Metal 1:
Bar = 20 um.
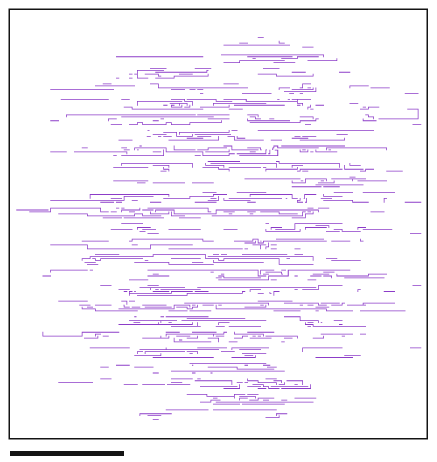
The metal 2 layer:
Bar = 20 um.
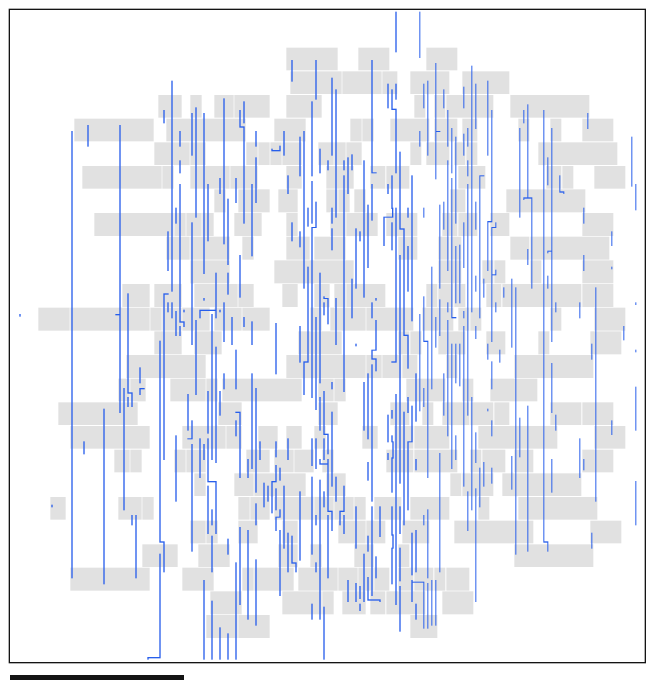
Met3 routing:
Bar = 20 um.
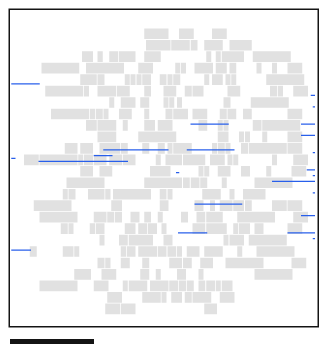
Design codificador_sequencia, sky130hd; sources not shown.
==> summary.txt <==
Outcome - finished, final reports clean
Ranking of synthesized cells by instance count - nand2_1, dfrtp_1, nor2_1
Antenna cell count - 0
Number of sequential cells - 23
Cell type of the slowest stage on the worst timing path - clkdlybuf4s50_1
Endpoint arrival time on the critical path - 4.29 ns
Top cells, area - dfrtp_1, ha_1, nand2_1
Critical path buffers and inverters - 3
Die extent in y - 75 um
Ys async rst share - 100%
YS warnings - 0
Core area - 4660 um2
Tapcell Cnt - 54
Deepest clock path buffer count - 2
Filler cell count - 481
Total stage count of the critical path - 13
H-tree levels - 1
Area of the mapped netlist - 1850 um2
Initial antenna violation count - 0
Nets in the synthesized netlist - 237
DRC Markers - 0
Maximum capacitance violations - 0
Worst setup slack after placement - 3.32 ns
Worst hold path type - reg -> reg
Fraction of post-synthesis cell area in the top cell type by area - 31.1%
Critical path, cell by cell - clkdlybuf4s50_1 > ha_1 > and3_1 > a21oi_1 > inv_1 > ha_1 > nand4_1 > a211o_1 > and3_1 > buf_6 > mux2_4 > a22oi_1 > a21oi_1
Die ar. - 5480 um2
Clock buffer cells - 3
Final cycle utilization of the critical path - 53.7%
Share of the final layout cell area in multi-input gates - 51.9%
Layout-stage area growth over the synthesis result - 18.3%
Number of sinks driven by the clock tree - 23
Tool warning count - 31
Dominant flop cell - dfrtp_1
Simple-gate area share of the yosys netlist - 19.1%
Logic cell area - 1140 um2
Unrepaired setup endpoints after global routing - false
Post-cts resize count - 0
Top Ports - 24
Post-DRT Antenna Nets - 0
Number of cell instances after yosys synthesis - 215
Clock transition at path regs - 0.08 ns
Seq. cell area - 576 um2
Worst clock skew on the final layout - 0.00167 ns
Critical path required time - 7.85 ns
Postcts setup bufs - 0
Number of instances on the worst hold path - 2
Most repeated cell in the gate-level netlist after synthesis - nand2_1
Via-per-instance ratio - 5.38
Post-Synthesis Cells - 215
Maximum fanout count along the critical path - 7
Placed Instances - 291
Number of port buffers - 21
Global-route usage over all layers - 17.9%
Adder and majority cell fraction of the synthesized area - 8.80%
Max-Slew Margin vs Limit - 50.6%
Total clock buffers created by CTS - 3
Final routed wire length divided by cell count - 15.1 um
Leakage power figure - 0.991 nW
End-of-flow core utilization - 46.9%
Final sum of negative setup slack - 0 ns
Cell area after placement - 2140 um2
Routed wire length on met2 - 2.04 mm
Clock network contribution to total cell area - 2.06%
Number of nets at the end of the flow - 264
Number of distinct library cell variants in the gate-level netlist after synthesis - 52
Clock period minus final worst setup slack - 4.14 ns
Final Hold Vio Count - 0
Back to the opening pictures, 'metal 1':
share of all routed wire: 51%
wire length on this layer: 2260 um
routing usage on met1: 25.1%
overall via count from detail_route: 1587
total length of routed wires: 4.45 mm

Back to the opening pictures, 'the metal 2 layer':
wire length on this layer: 2040 um
longest straight run: 51.3 um
met2 routing resource usage after global routing: 29.3%

Back to the opening pictures, 'met3 routing':
share of all routed wire: 2.7%
nets with wire on the layer: 20
met3 track utilization from global routing: 2.81%

==> cells in the final DEF (no fill, tap or decap), types with 4 or more instances in the layout <==
cell type         n
a21oi_1          14
a22o_1            4
a31oi_1           8
and3_1            4
clkbuf_1          6
clkdlybuf4s50_1  21
dfrtp_1          23
ha_1             13
inv_1            16
nand2_1          24
nor2_1           17
nor2b_1           5
o21ai_0           9
o31ai_1           4
xnor2_1           9
==> power breakdown <==
part,total [mW],switching (mW),internal [mW]
logic,0.701,0.386,0.315
clock network,0.0735,0.0379,0.0356
registers,0.217,0.0424,0.175
==> layer usage <==
metal	up-vias	track usage [%]
li1	816	-
met1	739	25.1
met2	28	29.3
met3	4	2.81
met4	0	3.70
met5	-	0
Power figures rest on the tool's default switching activity, not on a simulated workload.
